$ cat config.mk
export PLATFORM = sky130hd
export DESIGN_NAME = dpram_burst_port
export DESIGN_NICKNAME = d
export VERILOG_FILES = /design/src/rtl/dpram_burst_port.sv
export SDC_FILE = /design/constraint.sdc
export NUM_CORES = 1
export LEC_CHECK = 0
export CELL_PAD_IN_SITES_DETAIL_PLACEMENT = 1
export CELL_PAD_IN_SITES_GLOBAL_PLACEMENT = 2
export CORE_MARGIN = 8
export CORE_UTILIZATION = 31
export CTS_BUF_LIST = sky130_fd_sc_hd__clkbuf_4
export CTS_CLUSTER_DIAMETER = 30
export DETAILED_ROUTE_END_ITERATION = 8
export PLACE_DENSITY = 0.88
export SETUP_SLACK_MARGIN = 0.1
export SYNTH_ARGS = -nofsm -noshare
export SYNTH_HDL_FRONTEND = slang
export SYNTH_SLANG_ARGS = --single-unit
$ cat constraint.sdc
create_clock -name CLK -period 4.8 [get_ports CLK]
set_input_delay 0.72 -clock CLK [delete_from_list [all_inputs] [get_ports CLK]]
set_output_delay 0.72 -clock CLK [all_outputs]
set_load 0.1 [all_outputs]
$ cat src/rtl/dpram_burst_port.sv
// dpram_burst_port
//   Burst access engine for one port of a registered-output dual-port RAM.
//   A command (start address, length, direction) is turned into per-cycle
//   RAM_ADDR / RAM_DIN / RAM_WEN. Write bursts pull bytes from a valid/ready
//   stream; read bursts issue one address per clock and re-align RAM_DOUT
//   across the fixed RD_LAT read latency.
//
//   Ports
//     CLK, RST            clock, asynchronous active-high reset
//     CMD_VLD/CMD_RDY     command handshake; CMD_WR, CMD_ADDR, CMD_LEN payload
//     WR_DATA/WR_VLD/WR_RDY  write data stream
//     RD_DATA/RD_VLD      read data, one pulse per word, no backpressure
//     DONE                1-cycle pulse at burst end
//     BUSY                high whenever not idle
//     RAM_ADDR/RAM_DIN/RAM_WEN  RAM port inputs; RAM_DOUT  RAM port output
//     CHK_XOR             (DPRAM_BURST_CRC_EN only) running XOR of burst data
//
//   Optional feature macro: DPRAM_BURST_CRC_EN
module dpram_burst_port #(
  parameter int ADDR_W = 15,
  parameter int DATA_W = 8,
  parameter int LEN_W  = 16,
  parameter int RD_LAT = 2
) (
  input  logic              CLK,
  input  logic              RST,
  input  logic              CMD_VLD,
  output logic              CMD_RDY,
  input  logic              CMD_WR,
  input  logic [ADDR_W-1:0] CMD_ADDR,
  input  logic [LEN_W-1:0]  CMD_LEN,
  input  logic [DATA_W-1:0] WR_DATA,
  input  logic              WR_VLD,
  output logic              WR_RDY,
  output logic [DATA_W-1:0] RD_DATA,
  output logic              RD_VLD,
  output logic              DONE,
  output logic              BUSY,
  output logic [ADDR_W-1:0] RAM_ADDR,
  output logic [DATA_W-1:0] RAM_DIN,
  output logic              RAM_WEN,
  input  logic [DATA_W-1:0] RAM_DOUT
`ifdef DPRAM_BURST_CRC_EN
  ,
  output logic [DATA_W-1:0] CHK_XOR
`endif
);

  typedef enum logic [2:0] {S_IDLE, S_NULL, S_WR, S_RD, S_DRAIN} state_t;

  localparam logic [RD_LAT-1:0] TAIL_BIT = RD_LAT'(1) << (RD_LAT - 1);

  state_t              state, state_n;
  logic [ADDR_W-1:0]   cur;
  logic [LEN_W-1:0]    rem;
  logic [RD_LAT-1:0]   pipe;
  logic                done_q;
  logic [ADDR_W-1:0]   addr_q;
  logic [DATA_W-1:0]   din_q;

  logic cmd_acc, wr_beat, rd_issue, last_word, pipe_rest_empty;

  assign last_word       = (rem == LEN_W'(1));
  // Only the tail stage still holding a mark means the final word is on RD_VLD now.
  assign pipe_rest_empty = ((pipe & ~TAIL_BIT) == '0);

  always_comb begin
    state_n  = state;
    cmd_acc  = 1'b0;
    wr_beat  = 1'b0;
    rd_issue = 1'b0;
    case (state)
      S_IDLE: begin
        if (CMD_VLD && CMD_RDY) begin
          cmd_acc = 1'b1;
          if (CMD_LEN == '0)  state_n = S_NULL;
          else if (CMD_WR)    state_n = S_WR;
          else                state_n = S_RD;
        end
      end
      S_NULL: state_n = S_IDLE;
      S_WR: begin
        if (WR_VLD) begin
          wr_beat = 1'b1;
          if (last_word) state_n = S_IDLE;
        end
      end
      S_RD: begin
        rd_issue = 1'b1;
        if (last_word) state_n = S_DRAIN;
      end
      S_DRAIN: begin
        if (pipe_rest_empty) state_n = S_IDLE;
      end
      default: state_n = S_IDLE;
    endcase
  end

  always_ff @(posedge CLK or posedge RST) begin
    if (RST) begin
      state  <= S_IDLE;
      cur    <= '0;
      rem    <= '0;
      pipe   <= '0;
      done_q <= 1'b0;
      addr_q <= '0;
      din_q  <= '0;
    end else begin
      state  <= state_n;
      pipe   <= (pipe << 1) | RD_LAT'(rd_issue);
      // Write bursts finish in IDLE, so their DONE is a registered pulse.
      done_q <= wr_beat && last_word;
      if (cmd_acc) begin
        cur <= CMD_ADDR;
        rem <= CMD_LEN;
      end else if (wr_beat || rd_issue) begin
        cur    <= cur + ADDR_W'(1);
        rem    <= rem - LEN_W'(1);
        addr_q <= cur;
      end
      if (wr_beat) din_q <= WR_DATA;
    end
  end

  // RAM inputs are driven combinationally on an access cycle and hold otherwise.
  assign RAM_WEN  = wr_beat;
  assign RAM_ADDR = (wr_beat || rd_issue) ? cur : addr_q;
  assign RAM_DIN  = wr_beat ? WR_DATA : din_q;

  assign CMD_RDY  = (state == S_IDLE) && !RST;
  assign WR_RDY   = (state == S_WR);
  assign BUSY     = (state != S_IDLE);
  assign RD_VLD   = pipe[RD_LAT-1];
  assign RD_DATA  = RD_VLD ? RAM_DOUT : '0;
  assign DONE     = done_q || (state == S_NULL) ||
                    ((state == S_DRAIN) && pipe_rest_empty);

`ifdef DPRAM_BURST_CRC_EN
  logic [DATA_W-1:0] chk_q;

  always_ff @(posedge CLK or posedge RST) begin
    if (RST) begin
      chk_q <= '0;
    end else if (cmd_acc) begin
      chk_q <= '0;
    end else begin
      chk_q <= chk_q ^ (wr_beat ? WR_DATA : '0) ^ RD_DATA;
    end
  end

  // Folding in the word currently on RD_DATA makes the value complete in the
  // same cycle as a read burst's DONE.
  assign CHK_XOR = chk_q ^ RD_DATA;
`endif

endmodule

### Logic cells by family, run 1

The bar under the picture is 20 um long.
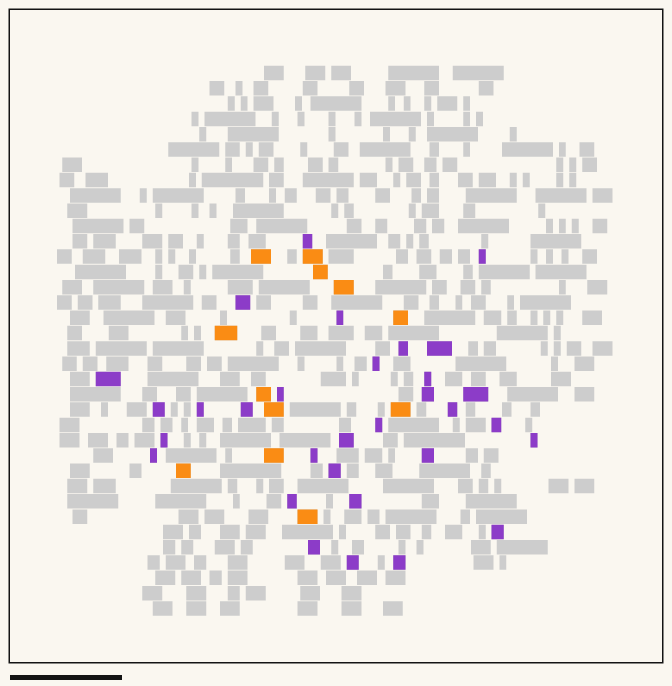
colour	family	cells
orange	non-inverting ao/oa cells	12
purple	nor cells	31
dominant logic cell type in the layout: sky130_fd_sc_hd__nand2_1
fraction of standard cell area in multi-input logic: 35.7%
Finished Layout Cells: 563

### Signal wires by layer, run 1

The bar under the picture is 20 um long.
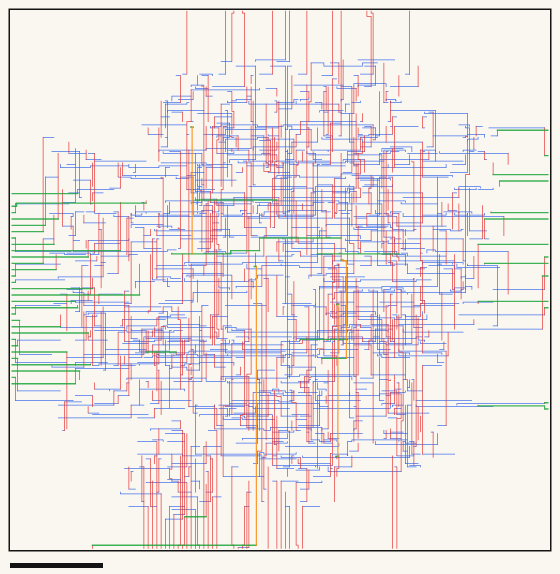
colour	layer	wire length
green	M3	552 um
orange	M4	142 um
red	M2	4970 um
blue	M1	4530 um
final routed wire length divided by cell count: 18.1 um
via count of the routed design: 2962
Global Route Usage Sum: 16.3%
total length of routed wires: 10.2 mm

### Clock network drawn from the DEF, run 1

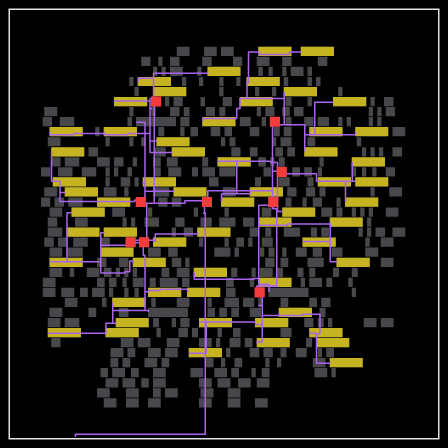
[red] clock-net drivers | count: 9
[purple] clock wires | length: 912 um
[yellow] flip-flops | count: 60
routed clock nets	10
worst-case clock skew: 19.8 ps

## run 1: sequential cells by signal, summed over array words and instances (netlist names)
signal	count
pipe	2
addr_q	15
cur	15
state	3
rem	16
done_q	1
din_q	8
## run 1: synth_stat cells, types with 3 or more instances
library cell,number
sky130_fd_sc_hd__nand2_1,93
sky130_fd_sc_hd__dfrtp_1,60
sky130_fd_sc_hd__nand3_1,17
sky130_fd_sc_hd__and2_1,11
sky130_fd_sc_hd__nor2_1,11
sky130_fd_sc_hd__o211ai_1,11
sky130_fd_sc_hd__buf_2,10
sky130_fd_sc_hd__mux2_2,8
sky130_fd_sc_hd__nand4_1,8
sky130_fd_sc_hd__nor4_1,8
sky130_fd_sc_hd__or3_1,7
sky130_fd_sc_hd__a221o_1,6
sky130_fd_sc_hd__a22oi_1,6
sky130_fd_sc_hd__clkbuf_1,5
sky130_fd_sc_hd__nor3_1,5
sky130_fd_sc_hd__o21ai_0,5
sky130_fd_sc_hd__o21ai_1,5
sky130_fd_sc_hd__o311ai_1,5
sky130_fd_sc_hd__a21o_1,4
sky130_fd_sc_hd__inv_1,4
sky130_fd_sc_hd__or4_1,4
sky130_fd_sc_hd__and3_1,3
sky130_fd_sc_hd__ha_1,3
sky130_fd_sc_hd__nor4_2,3
sky130_fd_sc_hd__or2_1,3
sky130_fd_sc_hd__xor2_1,3
## run 1: routing by layer
layer  GRT usage (%)  vias up  share of wire [%]
met1            20.2     1499                 44
met4            6.14        0                1.4
met2            26.5       67                 49
met3            4.22        8                5.4
li1                -     1388                  -
met5               0        -                  0
==> results.ini, run 1 <==
[yosys]
synth-edff-count = 0
yosys_warnings = 0
yosys.area.top_type_share_pct = 48.5
syn_nets = 389
synthTopLogicFamily = simple AND/OR/NAND/NOR gates
postSynthAreaPerCell_um2 = 9.27
yosysCellCount = 334
top_area_cell = sky130_fd_sc_hd__dfrtp_1
seq_area_frac_synth_pct = 48.5
synth.area.mux_share_pct = 3.23
post_synth_inst_count = 334
synth_simple_gate_area_share_pct = 29.9
synth_xor_xnor_area_share_pct = 1.41
postSynthRegisterBits = 60
synth.yosys.chip_area_um2 = 3100
yosys.cell_types.count = 46
dominant_cells_by_area_after_synthesis = sky130_fd_sc_hd__dfrtp_1 49%, sky130_fd_sc_hd__nand2_1 11%, sky130_fd_sc_hd__mux2_2 2.9%, sky130_fd_sc_hd__nand3_1 2.7%, sky130_fd_sc_hd__o211ai_1 2.7%

[die]
core.rowCount = 36
fp.dieW_um = 116
tap_cells = 133
design.core.area_um2 = 9730

[routing]
route.detailed.drc = 0
route.detailed.vias_per_inst = 5.26
final_antenna_net_count = 0
drt_pass1_iterations = 4
detail_route.iter0.violations = 150

[layout]
fill_cells = 1159
area.growth.synth_to_final_pct = 36.8
seq_share_pct = 35.5
fin_util_pct = 43.5
layout_top_cells = 93 x sky130_fd_sc_hd__nand2_1, 64 x sky130_fd_sc_hd__clkdlybuf4s50_1, 60 x sky130_fd_sc_hd__dfrtp_1
dominant_cells = logic gates
drive_gt1_share_pct = 13.8
finish.instance_area_um2 = 4230
nMultiInputCombCells = 255

[final_timing]
period_minus_slack_ps = 3440
hold_viol_final = 0
timing.fmax_mhz = 291
rsz0062_at_grt = no

[critical_path]
setup.worst_path.end_class = output port
critPathArrivalTime_ps = 2720
cp.buffers_inverters = 2
worst_reg2reg_path_length_in_cells = 5
cp-startpoint = RST
required_ps = 4080
crit_type = in2out
worstReg2RegEnd = rem[9]$_DFFE_PP0P_
crit_path_max_incr_delay_ps = 1220
setup.worst_path.end = CMD_RDY
reg2reg_from = state[2]$_DFFE_PP0P_
critical_path.top_delay_family = buffers and inverters
critical-path-top-cell-by-count = sky130_fd_sc_hd__clkdlybuf4s50_1
worst-r2r-setup-slack_ps = 2350
path_cells = clkdlybuf4s50_1 -> nor4_2 -> clkdlybuf4s50_1
crit_cells = 3

[clock_tree]
worst_skew_pair.late_latency_ps = 400
cts.htree.levels = 3
clock_tree_from_tritoncts = done
post_cts_buffers = 0
clock_path_buffers = 2
clock_buffer_count_from_cts = 9
clkSlewWorstSetupHoldPaths_ps = 90
root_buffer = sky130_fd_sc_hd__clkbuf_4
post_cts_resize_count = 0
clock-sinks = 60

[flow_run]
cap_violations = 0
warning_count = 27

[hold_path]
worst_hold_path.endpoint = pipe[1]$_DFF_PP0_
hold_start = pipe[0]$_DFF_PP0_
worstHoldPathType = reg2reg
min_path_cells = 0

[placement]
post-place-cells = 546
hpwl_after_detailed_placement_mm = 7.62
dpl_cell_area_um2 = 4060
gp_congestion = 0.802

[grt]
grt_start_max_net_pins = 44
antenna_found_initial = 1
first_global_vias = 3281
first_pass_grt_wire_length_mm = 17.2

[status]
outcome = finished clean

==> run 2, diff against run 1 <==
--- a/config.mk
+++ b/config.mk
@@ -8,11 +8,11 @@
 export CELL_PAD_IN_SITES_DETAIL_PLACEMENT = 1
 export CELL_PAD_IN_SITES_GLOBAL_PLACEMENT = 2
 export CORE_MARGIN = 8
-export CORE_UTILIZATION = 31
+export CORE_UTILIZATION = 26
 export CTS_BUF_LIST = sky130_fd_sc_hd__clkbuf_4
 export CTS_CLUSTER_DIAMETER = 30
 export DETAILED_ROUTE_END_ITERATION = 8
-export PLACE_DENSITY = 0.88
+export PLACE_DENSITY = 0.78
 export SETUP_SLACK_MARGIN = 0.1
 export SYNTH_ARGS = -nofsm -noshare
 export SYNTH_HDL_FRONTEND = slang
==> constraint.sdc (replaced) <==
create_clock -name CLK -period 2.8 [get_ports CLK]
set_input_delay 0.42 -clock CLK [delete_from_list [all_inputs] [get_ports CLK]]
set_output_delay 0.42 -clock CLK [all_outputs]
set_load 0.1 [all_outputs]
==> run 2 against run 1 <==
  * Clock-buffer cell count is 1 higher
  * Via count decreased by 2.0%
  * Largest cell class unchanged
  * Design area up 7.3%
  * Clock skew is essentially flat
  * Critical path depth is 2 higher
  * Global-route usage shrank 3.1 points
  * Utilization fell by 5.1 points
==> results.ini, run 2 <==
[layout]
layout_top_cells = 93 x sky130_fd_sc_hd__nand2_1, 60 x sky130_fd_sc_hd__dfrtp_1, 51 x sky130_fd_sc_hd__clkdlybuf4s50_1
top_register = rem
final_cells = 578  ; +2.7%
largest_reg_flops = 16  ; unchanged
largestRegisters = rem (16), addr_q (15), cur (15)
fin_util_pct = 38.5  ; -5.1 points
area.growth.synth_to_final_pct = 46.7
lay_top_count = sky130_fd_sc_hd__nand2_1

[grt]
grt_start_max_net_pins = 38  ; -14%
antenna_found_initial = 1  ; unchanged
first_global_vias = 3159  ; -3.7%
first_pass_grt_wire_length_mm = 16.8  ; -2.7%

[clock_tree]
clock_path_buffers = 2  ; unchanged
post_cts_resize_count = 1  ; +1
worst_skew_pair.late_latency_ps = 400  ; about the same
clock-sinks = 60  ; unchanged
clock_tree_from_tritoncts = done
clkSlewWorstSetupHoldPaths_ps = 90  ; about the same
cts.htree.levels = 3  ; unchanged
post_cts_buffers = 0  ; unchanged
clock_buffer_count_from_cts = 9  ; unchanged
root_buffer = sky130_fd_sc_hd__clkbuf_4

[die]
fp.dieW_um = 125  ; +7.9%
design.core.area_um2 = 11800  ; +21%

[flow_run]
cap_violations = 0  ; unchanged
warning_count = 27  ; unchanged

[final_timing]
hold_viol_final = 0  ; unchanged
worst_case_clock_skew_ps = 19.7  ; -0.0632 ps
timing.fmax_mhz = 395
period_minus_slack_ps = 2530

[critical_path]
crit_path_max_incr_delay_ps = 480  ; -740 ps
setup.worst_path.end_class = output port
required_ps = 2380  ; -1700 ps
cp.buffers_inverters = 1  ; -1
path_cells = nand2b_4 -> nor2_4 -> and2_2 -> mux2_2 -> buf_12
critical_path.top_delay_family = simple AND/OR/NAND/NOR gates
crit_type = reg2out

[yosys]
yosys_warnings = 0  ; unchanged
yosys.cell_types.count = 46  ; unchanged
synth_simple_gate_area_share_pct = 29.9  ; unchanged
seq_area_frac_synth_pct = 48.5  ; unchanged
synthTopLogicFamily = simple AND/OR/NAND/NOR gates
synth.cells.most_frequent = 93 x sky130_fd_sc_hd__nand2_1, 60 x sky130_fd_sc_hd__dfrtp_1, 17 x sky130_fd_sc_hd__nand3_1
postSynthAreaPerCell_um2 = 9.27  ; unchanged
postSynthRegisterBits = 60  ; unchanged
dominant_cells_by_area_after_synthesis = sky130_fd_sc_hd__dfrtp_1 49%, sky130_fd_sc_hd__nand2_1 11%, sky130_fd_sc_hd__mux2_2 2.9%, sky130_fd_sc_hd__nand3_1 2.7%, sky130_fd_sc_hd__o211ai_1 2.7%
synth.area.mux_share_pct = 3.23  ; unchanged
top_area_cell = sky130_fd_sc_hd__dfrtp_1
yosys.area.top_type_share_pct = 48.5  ; unchanged
post_synth_inst_count = 334  ; unchanged

[status]
outcome = finished clean

[routing]
drt_pass1_iterations = 4  ; unchanged
route.detailed.drc = 0  ; unchanged
final_antenna_net_count = 0  ; unchanged
detail_route.iter0.violations = 134  ; -11%

[placement]
dpl_cell_area_um2 = 4420  ; +8.9%
hpwl_after_detailed_placement_mm = 7.55  ; -0.95%

[hold_path]
worstHoldPathType = reg2reg

## run 2: kinds of logic after synthesis
kind of cell               after synthesis
AOI/OAI and AO/OA                       53
xor gates and xnor gates                 5
adders and majority gates                3
buffers and inverters                   19
DFF                                     60
muxes                                    9
and+or+nand+nor                        185
## run 2: final cells by class
cell class | instances | area, um^2
Timing Repair Buffer | 97 | 1190
Clock inverter | 4 | 42.5
Tap cell | 147 | 184
Fill cell | 1345 | 7270
Multi-Input combinational cell | 255 | 1530
Sequential cell | 60 | 1500
Clock buffer | 10 | 75.1
Inverter | 4 | 15.0
Antenna cell | 1 | 2.50
## run 2: path summary, 6_finish.rpt
check	startpoint	to	slack [ps]	depth (start not counted)
worst max-delay path	state[2]$_DFFE_PP0P_	RAM_DIN[4]	270	5
worst min-delay path	pipe[0]$_DFF_PP0_	pipe[1]$_DFF_PP0_	420	0
worst max register to register	state[0]$_DFFE_PP0P_	rem[15]$_DFFE_PP0P_	900	4
worst min register to register	pipe[0]$_DFF_PP0_	pipe[1]$_DFF_PP0_	420	0
max in group asynchronous	RST	rem[1]$_DFFE_PP0P_	1700	3
min in group asynchronous	RST	din_q[5]$_DFF_PP0_	490	2
## run 2: per-layer routing
layer | GRT usage, % | wire, um | vias to the layer above
li1 | - | - | 1398
met1 | 16.6 | 4640 | 1427
met2 | 20.3 | 4560 | 69
met3 | 4.33 | 665 | 9
met4 | 5.59 | 126 | 0
met5 | 0 | 0 | -
### Congestion heat map, run 2

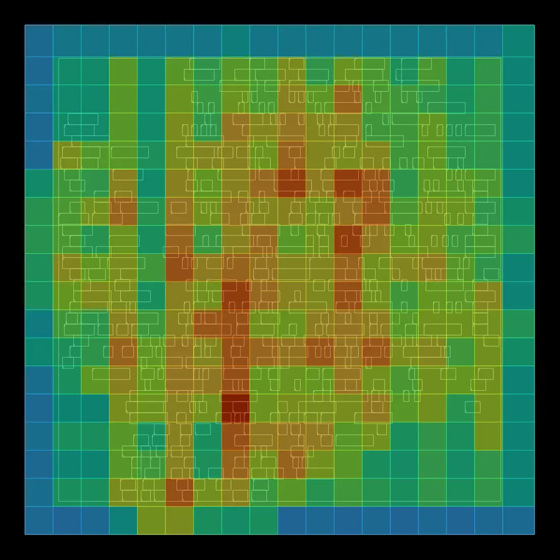
GR Util met3: 4.33%
Global Route Usage Sum: 13.2%

### Signal wires by layer, run 2

The bar under the picture is 50 um long.
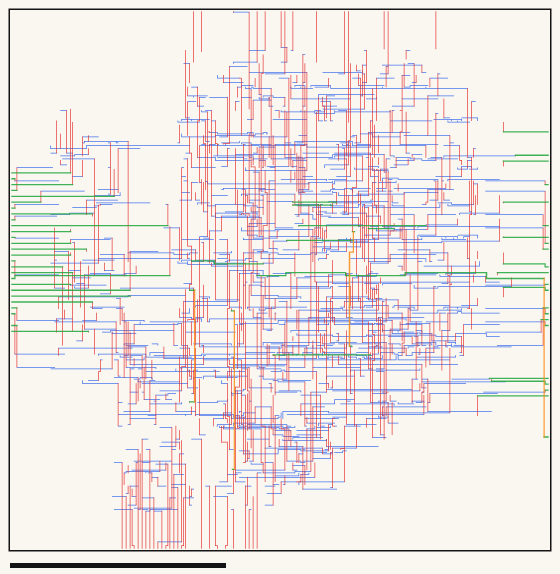
colour	layer	wire length
green	M3	666 um
blue	M1	4640 um
orange	M4	127 um
red	M2	4560 um
total length of routed wires: 9.99 mm
via count of the routed design: 2903
final routed wire length divided by cell count: 17.3 um

==> run 3, diff against run 2 <==
--- a/config.mk
+++ b/config.mk
@@ -12,7 +12,7 @@
 export CTS_BUF_LIST = sky130_fd_sc_hd__clkbuf_4
 export CTS_CLUSTER_DIAMETER = 30
 export DETAILED_ROUTE_END_ITERATION = 8
-export PLACE_DENSITY = 0.78
+export PLACE_DENSITY = 0.77
 export SETUP_SLACK_MARGIN = 0.1
 export SYNTH_ARGS = -nofsm -noshare
 export SYNTH_HDL_FRONTEND = slang
==> run 3 against run 2 <==
  * Global-route usage is 0.47 points higher
  * Final cell count grew 1.0%
  * Via count increased by 3.1%
==> results.ini, run 3 <==
[status]
outcome = finished clean

[yosys]
post_synth_inst_count = 334  ; unchanged
yosys_warnings = 0  ; unchanged
postSynthRegisterBits = 60  ; unchanged
dominant_cells_by_area_after_synthesis = sky130_fd_sc_hd__dfrtp_1 49%, sky130_fd_sc_hd__nand2_1 11%, sky130_fd_sc_hd__mux2_2 2.9%, sky130_fd_sc_hd__nand3_1 2.7%, sky130_fd_sc_hd__o211ai_1 2.7%
yosys.area.top_type_share_pct = 48.5  ; unchanged
synth.area.mux_share_pct = 3.23  ; unchanged
postSynthAreaPerCell_um2 = 9.27  ; unchanged
seq_area_frac_synth_pct = 48.5  ; unchanged
synth.cells.most_frequent = 93 x sky130_fd_sc_hd__nand2_1, 60 x sky130_fd_sc_hd__dfrtp_1, 17 x sky130_fd_sc_hd__nand3_1

[routing]
detail_route.iter0.violations = 189  ; +41%
route.detailed.drc = 0  ; unchanged

[final_timing]
period_minus_slack_ps = 2490  ; -48.8 ps

[layout]
lay_top_count = sky130_fd_sc_hd__nand2_1
layout_top_cells = 93 x sky130_fd_sc_hd__nand2_1, 60 x sky130_fd_sc_hd__dfrtp_1, 51 x sky130_fd_sc_hd__clkdlybuf4s50_1
fill_cells = 1380  ; +2.6%
largest_reg_flops = 16  ; unchanged
seq_cell_area_um2 = 1500  ; unchanged
largestRegisters = rem (16), addr_q (15), cur (15)
top_register = rem

[clock_tree]
cts.htree.levels = 3  ; unchanged
clock-sinks = 60  ; unchanged
post_cts_buffers = 0  ; unchanged
clock_path_buffers = 2  ; unchanged

[grt]
grt_usage_pct = 13.6  ; +0.47 points
first_pass_grt_wire_length_mm = 17.2  ; +2.7%
grt_start_max_net_pins = 39  ; +2.6%
antenna_found_initial = 1  ; unchanged

[critical_path]
required_ps = 2380  ; about the same
crit_path_max_incr_delay_ps = 520  ; +40 ps
setup.worst_path.end_class = output port
crit_cells = 6  ; +1
worst_reg2reg_path_length_in_cells = 5  ; +1
cp-startpoint = state[0]$_DFFE_PP0P_
worstReg2RegEnd = rem[15]$_DFFE_PP0P_
setup.worst_path.end = RAM_ADDR[9]
path_cells = or2_1 -> nand2_1 -> buf_4 -> nand2_1 -> nand2_1 -> buf_12

[placement]
hpwl_after_detailed_placement_mm = 7.72  ; +2.3%

[die]
fp.dieW_um = 125  ; unchanged

[flow_run]
warning_count = 27  ; unchanged
cap_violations = 0  ; unchanged

-- run 3: cell types whose count changed in the layout (fill, tap and decap cells not counted) --
cell and delta:
sky130_fd_sc_hd__clkinv_2 +2, sky130_fd_sc_hd__and2_4 +1, sky130_fd_sc_hd__bufinv_16 -1, sky130_fd_sc_hd__buf_12 -1
sky130_fd_sc_hd__clkinv_1 -2, sky130_fd_sc_hd__buf_4 +6, sky130_fd_sc_hd__clkbuf_4 +2, sky130_fd_sc_hd__and2_2 -1
-- run 3: area by class of cell --
class                      count  share of cell area, %
multi-input combinational    255                   33.6
sequential                    60                   33.0
timing repair buffer         102                   26.8
tap                          147                   4.04
clock buffer                  12                   1.98
clock inverter                 3                  0.330
inverter                       4                  0.330
antenna                        1                 0.0549
-- run 3: worst min path at each step --
stage,from,endpoint,depth (start not counted)
final,pipe[0]$_DFF_PP0_,pipe[1]$_DFF_PP0_,0
after global routing,pipe[0]$_DFF_PP0_,pipe[1]$_DFF_PP0_,0
after global placement,pipe[0]$_DFF_PP0_,pipe[1]$_DFF_PP0_,0
after floorplan,pipe[0]$_DFF_PP0_,pipe[1]$_DFF_PP0_,0
after detailed placement,pipe[0]$_DFF_PP0_,pipe[1]$_DFF_PP0_,0
after CTS,pipe[0]$_DFF_PP0_,pipe[1]$_DFF_PP0_,0
-- run 3: per-layer routing --
layer	share of wire [%]	routed length, um	vias to the layer above	global-route usage (%)
met4	1.1	111	0	3.72
met2	45	4590	73	21.6
met3	6.8	694	12	5.91
li1	-	-	1414	-
met5	0	0	-	0
met1	47	4830	1495	16.6
### Local utilization, run 3

13 x 13 tiles, from dark blue (low) to red (high), 0 to 100% covered.
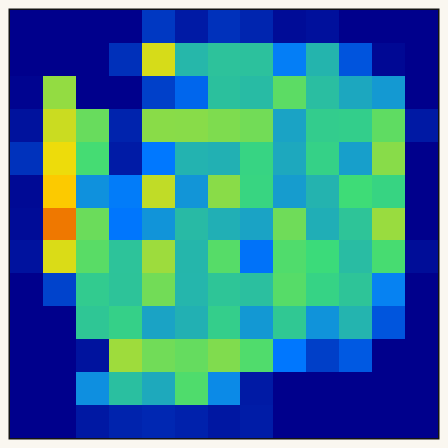
mean over tiles	28%
fullest tile	86%
tiles over 75% full	1.2%
emptiest ninth of the die	lower right
nearly empty tiles	25%
standard cell core area: 11800 um^2
Core Util at FP: 26.2%
core utilization of the finished layout: 38.6%

### Clock network drawn from the DEF, run 3

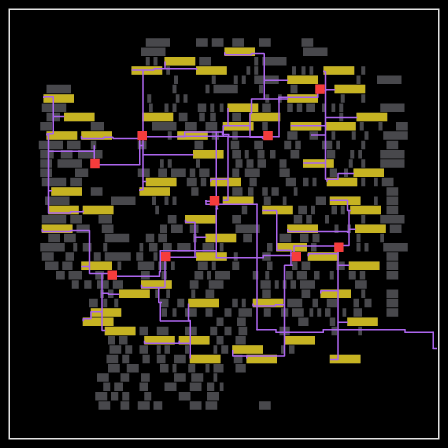
[purple] clock wires | length: 1020 um
[red] clock-net drivers | count: 9
[yellow] flip-flops | count: 60
routed clock nets	10
insertion delay to the later sink of the worst-skew pair: 420 ps
worst-case clock skew: 13.2 ps

